===== config.mk =====
export PLATFORM = sky130hd
export DESIGN_NAME = ham_15_11_encoder_stream
export DESIGN_NICKNAME = d
export VERILOG_FILES = /design/src/rtl/ham_15_11_encoder_stream_pkg.sv /design/src/rtl/ham_15_11_encoder_stream_fifo.sv /design/src/rtl/ham_15_11_encoder_stream.sv
export SDC_FILE = /design/constraint.sdc
export NUM_CORES = 1
export LEC_CHECK = 0
export CAP_MARGIN = 30
export CORE_MARGIN = 3
export CORE_UTILIZATION = 55
export CTS_CLUSTER_SIZE = 8
export DETAILED_ROUTE_END_ITERATION = 10
export PLACE_DENSITY = 0.81
export SYNTH_ARGS = -nofsm -noshare
export SYNTH_HDL_FRONTEND = slang
export SYNTH_SLANG_ARGS = --single-unit

===== constraint.sdc =====
create_clock -name clk -period 3.37 [get_ports clk]
set_clock_uncertainty 0.1 [all_clocks]
set_input_delay 0.674 -clock clk [delete_from_list [all_inputs] [get_ports clk]]
set_output_delay 0.674 -clock clk [all_outputs]
set_load 0.02 [all_outputs]

===== src/rtl/ham_15_11_encoder_stream_pkg.sv =====
// Shared Hamming (15,11) definitions: widths, data-to-code position map and
// the encode function. The decoder uses the same position map.
package ham_15_11_pkg;

  localparam int DATA_W = 11;
  localparam int CODE_W = 15;
  localparam int PAR_W  = 4;

  // Hamming position (1-based) of each data bit d0..d10.
  localparam logic [3:0] DATA_POS [DATA_W] = '{
    4'd3, 4'd5, 4'd6, 4'd7, 4'd9, 4'd10, 4'd11, 4'd12, 4'd13, 4'd14, 4'd15
  };

  // out_code bit index of parity p_k (positions 1, 2, 4, 8).
  localparam logic [3:0] PAR_BIT [PAR_W] = '{4'd0, 4'd1, 4'd3, 4'd7};

  typedef enum logic {
    INJ_IDLE  = 1'b0,
    INJ_ARMED = 1'b1
  } inj_state_t;

  function automatic logic [CODE_W-1:0] ham_encode(input logic [DATA_W-1:0] d);
    logic [CODE_W-1:0] c;
    logic              p;
    c = '0;
    for (int i = 0; i < DATA_W; i++) begin
      c[DATA_POS[i] - 4'd1] = d[i];
    end
    for (int k = 0; k < PAR_W; k++) begin
      p = 1'b0;
      for (int i = 0; i < DATA_W; i++) begin
        if (DATA_POS[i][k]) p = p ^ d[i];
      end
      c[PAR_BIT[k]] = p;
    end
    return c;
  endfunction

endpackage


===== src/rtl/ham_15_11_encoder_stream_fifo.sv =====
// Generic synchronous FIFO with registered storage; the head entry is read
// straight out of the storage registers.
module ham_fifo #(
  parameter int WIDTH = 15,
  parameter int DEPTH = 4
) (
  input  logic             clk,
  input  logic             rst_n,
  input  logic             push,
  input  logic             pop,
  input  logic [WIDTH-1:0] wdata,
  output logic [WIDTH-1:0] rdata,
  output logic             full,
  output logic             empty
);

  localparam int AW = $clog2(DEPTH);

  logic [WIDTH-1:0] r_mem [DEPTH];
  logic [AW-1:0]    r_wr_ptr;
  logic [AW-1:0]    r_rd_ptr;
  logic [AW:0]      r_count;
  logic             w_push;
  logic             w_pop;

  assign w_push = push & ~full;
  assign w_pop  = pop & ~empty;
  assign full   = (r_count == (AW+1)'(DEPTH));
  assign empty  = (r_count == '0);
  assign rdata  = r_mem[r_rd_ptr];

  always_ff @(posedge clk) begin
    if (!rst_n) begin
      r_wr_ptr <= '0;
      r_rd_ptr <= '0;
      r_count  <= '0;
      for (int i = 0; i < DEPTH; i++) r_mem[i] <= '0;
    end else begin
      if (w_push) begin
        r_mem[r_wr_ptr] <= wdata;
        r_wr_ptr        <= r_wr_ptr + 1'b1;
      end
      if (w_pop) r_rd_ptr <= r_rd_ptr + 1'b1;
      case ({w_push, w_pop})
        2'b10:   r_count <= r_count + 1'b1;
        2'b01:   r_count <= r_count - 1'b1;
        default: r_count <= r_count;
      endcase
    end
  end

endmodule


===== src/rtl/ham_15_11_encoder_stream.sv =====
// Streaming Hamming (15,11) encoder with output FIFO, accepted-word counter
// and one-shot single-bit error injection.
module ham_15_11_encoder_stream
  import ham_15_11_pkg::*;
#(
  parameter int DEPTH = 4,
  parameter int CNT_W = 16
) (
  input  logic              clk,
  input  logic              rst_n,
  input  logic              in_valid,
  output logic              in_ready,
  input  logic [DATA_W-1:0] in_data,
  output logic              out_valid,
  input  logic              out_ready,
  output logic [CODE_W-1:0] out_code,
  input  logic              inj_req,
  input  logic [3:0]        inj_pos,
  output logic              inj_pending,
  output logic [CNT_W-1:0]  word_cnt
);

  inj_state_t        r_inj_state;
  logic [3:0]        r_inj_pos;
  logic              r_rdy_en;
  logic [CNT_W-1:0]  r_word_cnt;
  logic              w_full;
  logic              w_empty;
  logic              w_accept;
  logic [CODE_W-1:0] w_flip;
  logic [CODE_W-1:0] w_code;

  assign in_ready    = r_rdy_en & ~w_full;
  assign out_valid   = ~w_empty;
  assign w_accept    = in_valid & in_ready;
  assign inj_pending = (r_inj_state == INJ_ARMED);
  assign word_cnt    = r_word_cnt;

  // r_inj_pos is never 0 while armed, so pos-1 is a valid bit index.
  assign w_flip = (r_inj_state == INJ_ARMED) ? (CODE_W'(1) << (r_inj_pos - 4'd1)) : '0;
  assign w_code = ham_encode(in_data) ^ w_flip;

  always_ff @(posedge clk) begin
    if (!rst_n) begin
      r_rdy_en   <= 1'b0;
      r_word_cnt <= '0;
    end else begin
      r_rdy_en <= 1'b1;
      if (w_accept) r_word_cnt <= r_word_cnt + 1'b1;
    end
  end

  // A new request wins over the accept edge: the word accepted now uses the
  // old arming, and the freshly latched position applies to the next word.
  always_ff @(posedge clk) begin
    if (!rst_n) begin
      r_inj_state <= INJ_IDLE;
      r_inj_pos   <= '0;
    end else if (inj_req && (inj_pos != 4'd0)) begin
      r_inj_state <= INJ_ARMED;
      r_inj_pos   <= inj_pos;
    end else if (w_accept) begin
      r_inj_state <= INJ_IDLE;
    end
  end

  ham_fifo #(
    .WIDTH (CODE_W),
    .DEPTH (DEPTH)
  ) u_fifo (
    .clk   (clk),
    .rst_n (rst_n),
    .push  (w_accept),
    .pop   (out_ready),
    .wdata (w_code),
    .rdata (out_code),
    .full  (w_full),
    .empty (w_empty)
  );

endmodule


Figure 1. Signal wires on met4 (run 1).
(4 px per µm)
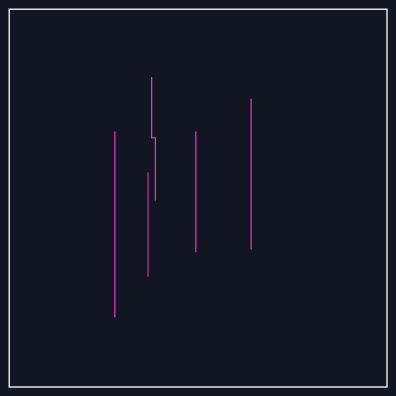
nets with wire on the layer = 4
main direction = vertical

Figure 2. Routing congestion map (run 1).
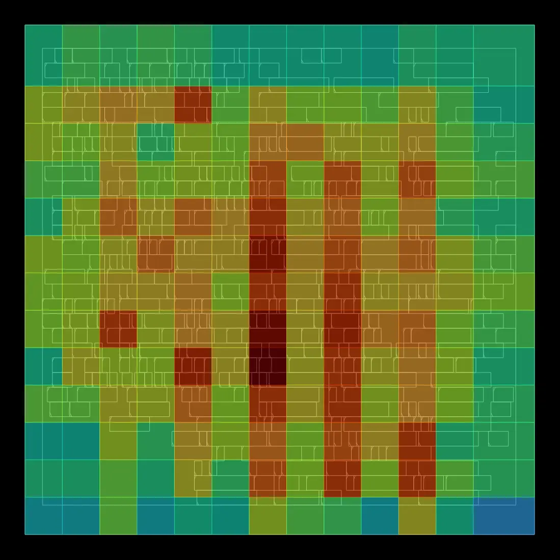
met2 Track Usage GR: 35.4%
DR WL/cell: 16.8 µm

==> ci_impl_report.md, run 1 <==
## Implementation flow summary

| Metric | Value |
|---|---|
| Setup crit start kind | `flip-flop` |
| Yosys cell types | `41` |
| Fmax | `0.350 GHz` |
| Top Ports | `54` |
| Register area | `2420 µm²` |
| Comb. pwr | `0.785 mW` |
| Top class by area | `registers` |
| Tap Count | `99` |
| Worst-path cell chain | `buf_4 -> mux4_2 -> clkdlybuf4s50_1` |
| Worst Hold Class | `flip-flop to flip-flop` |
| WL final | `8800 µm` |
| Die X | `94.1 µm` |
| Ys Warns | `0` |
| GRT met1 Usage | `27.9%` |
| Vias in the first global route | `2959` |
| Critical path type | `flip-flop to output pin` |
| Avg Cell Area, Syn | `11.9 µm²` |
| Status | `completed` |
| Flops | `91` |
| DR WL met3 | `584 µm` |
| CTS resizes | `0` |
| Final Critical Period | `2.86 ns` |
| Logic share of the area | `33.5%` |
| Slowest cell on crit path | `mux4_2` |
Figure 3. Clock wires, drivers and flops (run 1).
(6 px per µm)
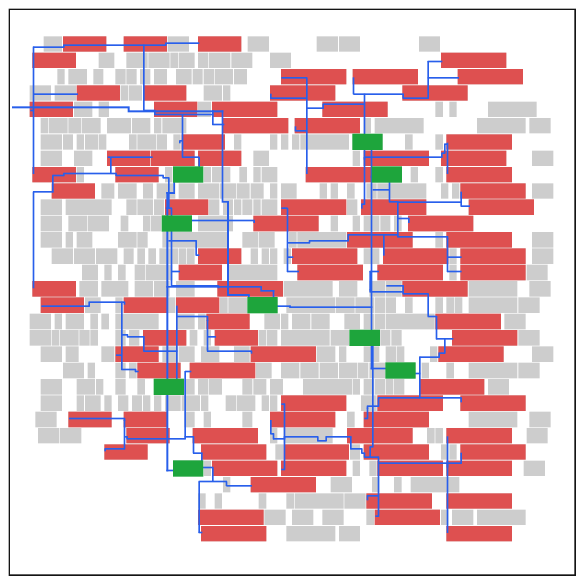
cells driving clock nets -> green  # count 9
clock wires -> blue  # length 932 µm
flip-flops -> red  # count 91
flops lie = all over the die

## run 1: critical path: cells and delay by family (launching register included)
kind / cells / cell delay [ns]
mux: 1 / 0.56
buf+inv: 2 / 0.86
flops: 1 / 0.32
## run 1: registers in the layout, indices dropped and copies added, names as in the netlist, named ones only
signal           cells
u_fifo.r_wr_ptr      2
r_inj_pos            4
r_rdy_en             1
inj_pending          1
u_fifo.r_mem        60
word_cnt            16
u_fifo.r_count       3
u_fifo.r_rd_ptr      2
## run 1: through the flow
step	setup WS [ns]	hold WS, ns	instance area [µm²]	utilization [%]
floorplan	0.802	0.365	4270	-
global placement	0.508	0.380	4950	67.1
detailed placement	0.406	0.393	4950	67.1
CTS	0.473	0.405	5130	69.6
global route	0.398	0.454	5130	69.6
finish	0.512	0.407	5130	69.6
Figure 4. Local utilization (run 1).
(3 px per µm) 9 x 9 tiles, from white (low) to dark blue (high), 0 to 100% covered.
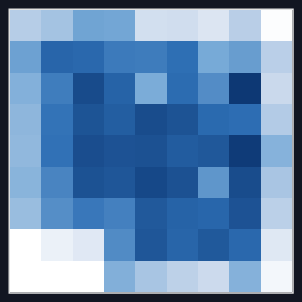

==> run 2, diff against run 1 <==
- CORE_UTILIZATION: 55 -> 50
- PLACE_DENSITY: 0.81 -> 0.78
- clock period: 3.37 -> 2.6 ns (I/O delays scaled with it)
Figure 5. Local utilization (run 2).
(3 px per µm) 10 x 10 tiles, from white (low) to dark blue (high), 0 to 100% covered.
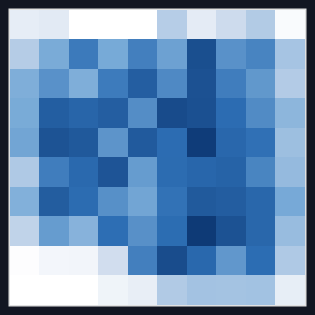
densest ninth of the die = centre
mean over tiles = 53%
emptiest ninth of the die = south-west
fullest tile = 96%
tiles over 75% full = 33%

Figure 6. Routing congestion map (run 2).
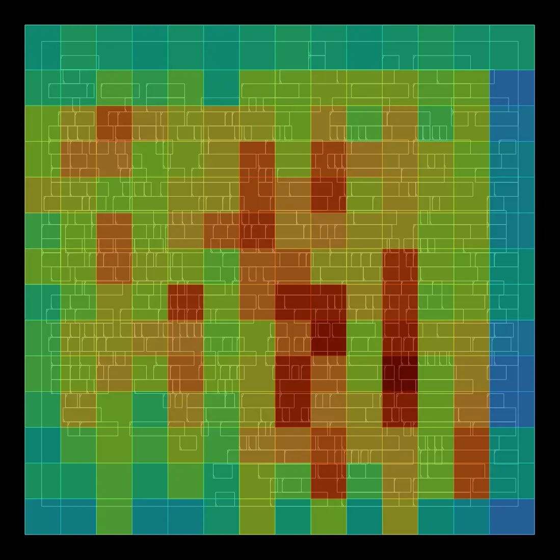
total global-route track usage: 20.1%
GRT met1 Usage: 25.9%

Figure 7. Clock wires, drivers and flops (run 2).
(6 px per µm)
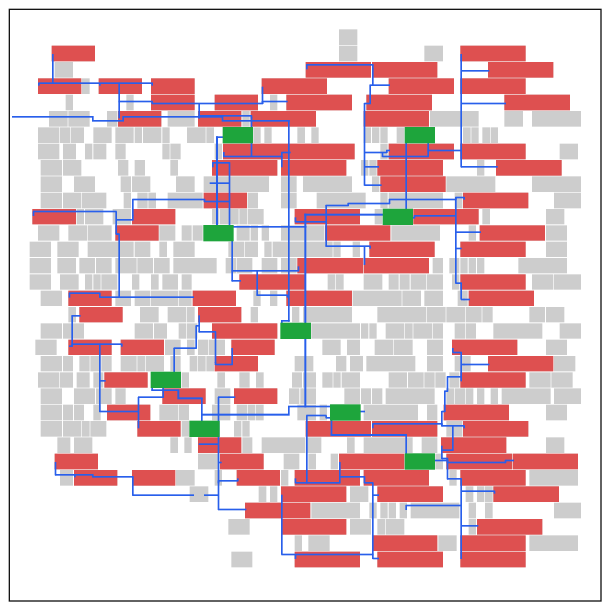
flip-flops -> red  # count 91
cells driving clock nets -> green  # count 9
clock wires -> blue  # length 969 µm
routed clock nets = 10

==> ci_impl_report.md, run 2 <==
## Implementation flow summary

| Metric | Value |
|---|---|
| Flops | `91 (unchanged)` |
| Status | `completed` |
| Vias in the first global route | `3032 (+2.5%)` |
| DR WL/cell | `17.3 µm (+3.0%)` |
| Reg with most FFs | `u_fifo.r_mem` |
| Top class by area | `registers` |
| Critical path type | `flip-flop to output pin` |
| Logic share of the area | `32.5% (-1.0 points)` |
| Tap Count | `105 (+6.1%)` |
| Pre-CTS setup slack | `0.0377 ns (-0.369 ns)` |
| Yosys cell types | `41 (unchanged)` |
| Avg Cell Area, Syn | `11.9 µm² (unchanged)` |
| Final instance area | `5300 µm² (+3.2%)` |
| Setup crit start kind | `flip-flop` |
| CTS resizes | `12 (+12)` |
| Worst Hold Slack | `0.400 ns (-0.00678 ns)` |
| Max FFs per register | `60 (unchanged)` |
| Worst Hold Class | `flip-flop to flip-flop` |
| Die X | `98.4 µm (+4.6%)` |
| Worst Slack Setup Final | `0.147 ns (-0.365 ns)` |
| WL final | `9380 µm (+6.6%)` |
run 2: where the power goes:
| group | switching (mW) | internal [mW] | total [mW] |
|---|---|---|---|
| Sequential | 0.0633 | 1.64 | 1.70 |
| Clock | 0.479 | 0.562 | 1.04 |
| Combinational | 0.520 | 0.508 | 1.03 |
| Total | 1.06 | 2.71 | 3.77 |
run 2: kinds of logic after synthesis:
| logic type | share of synthesized area, % |
|---|---|
| AND-OR/OR-AND | 5.72 |
| XOR/XNOR | 8.92 |
| adder cells (fa/ha/maj) | 1.06 |
| buffers and inverters | 2.90 |
| flip-flops | 56.8 |
| multiplexers | 7.92 |
| AND/OR/NAND/NOR | 16.7 |
run 2: critical path: stages (launching register included):
cell           delay (ns)
dfxtp_1              0.41
or3b_2               0.52
and2_2               0.22
dlygate4sd2_1        0.32
Power figures rest on the tool's default switching activity, not on a simulated workload.
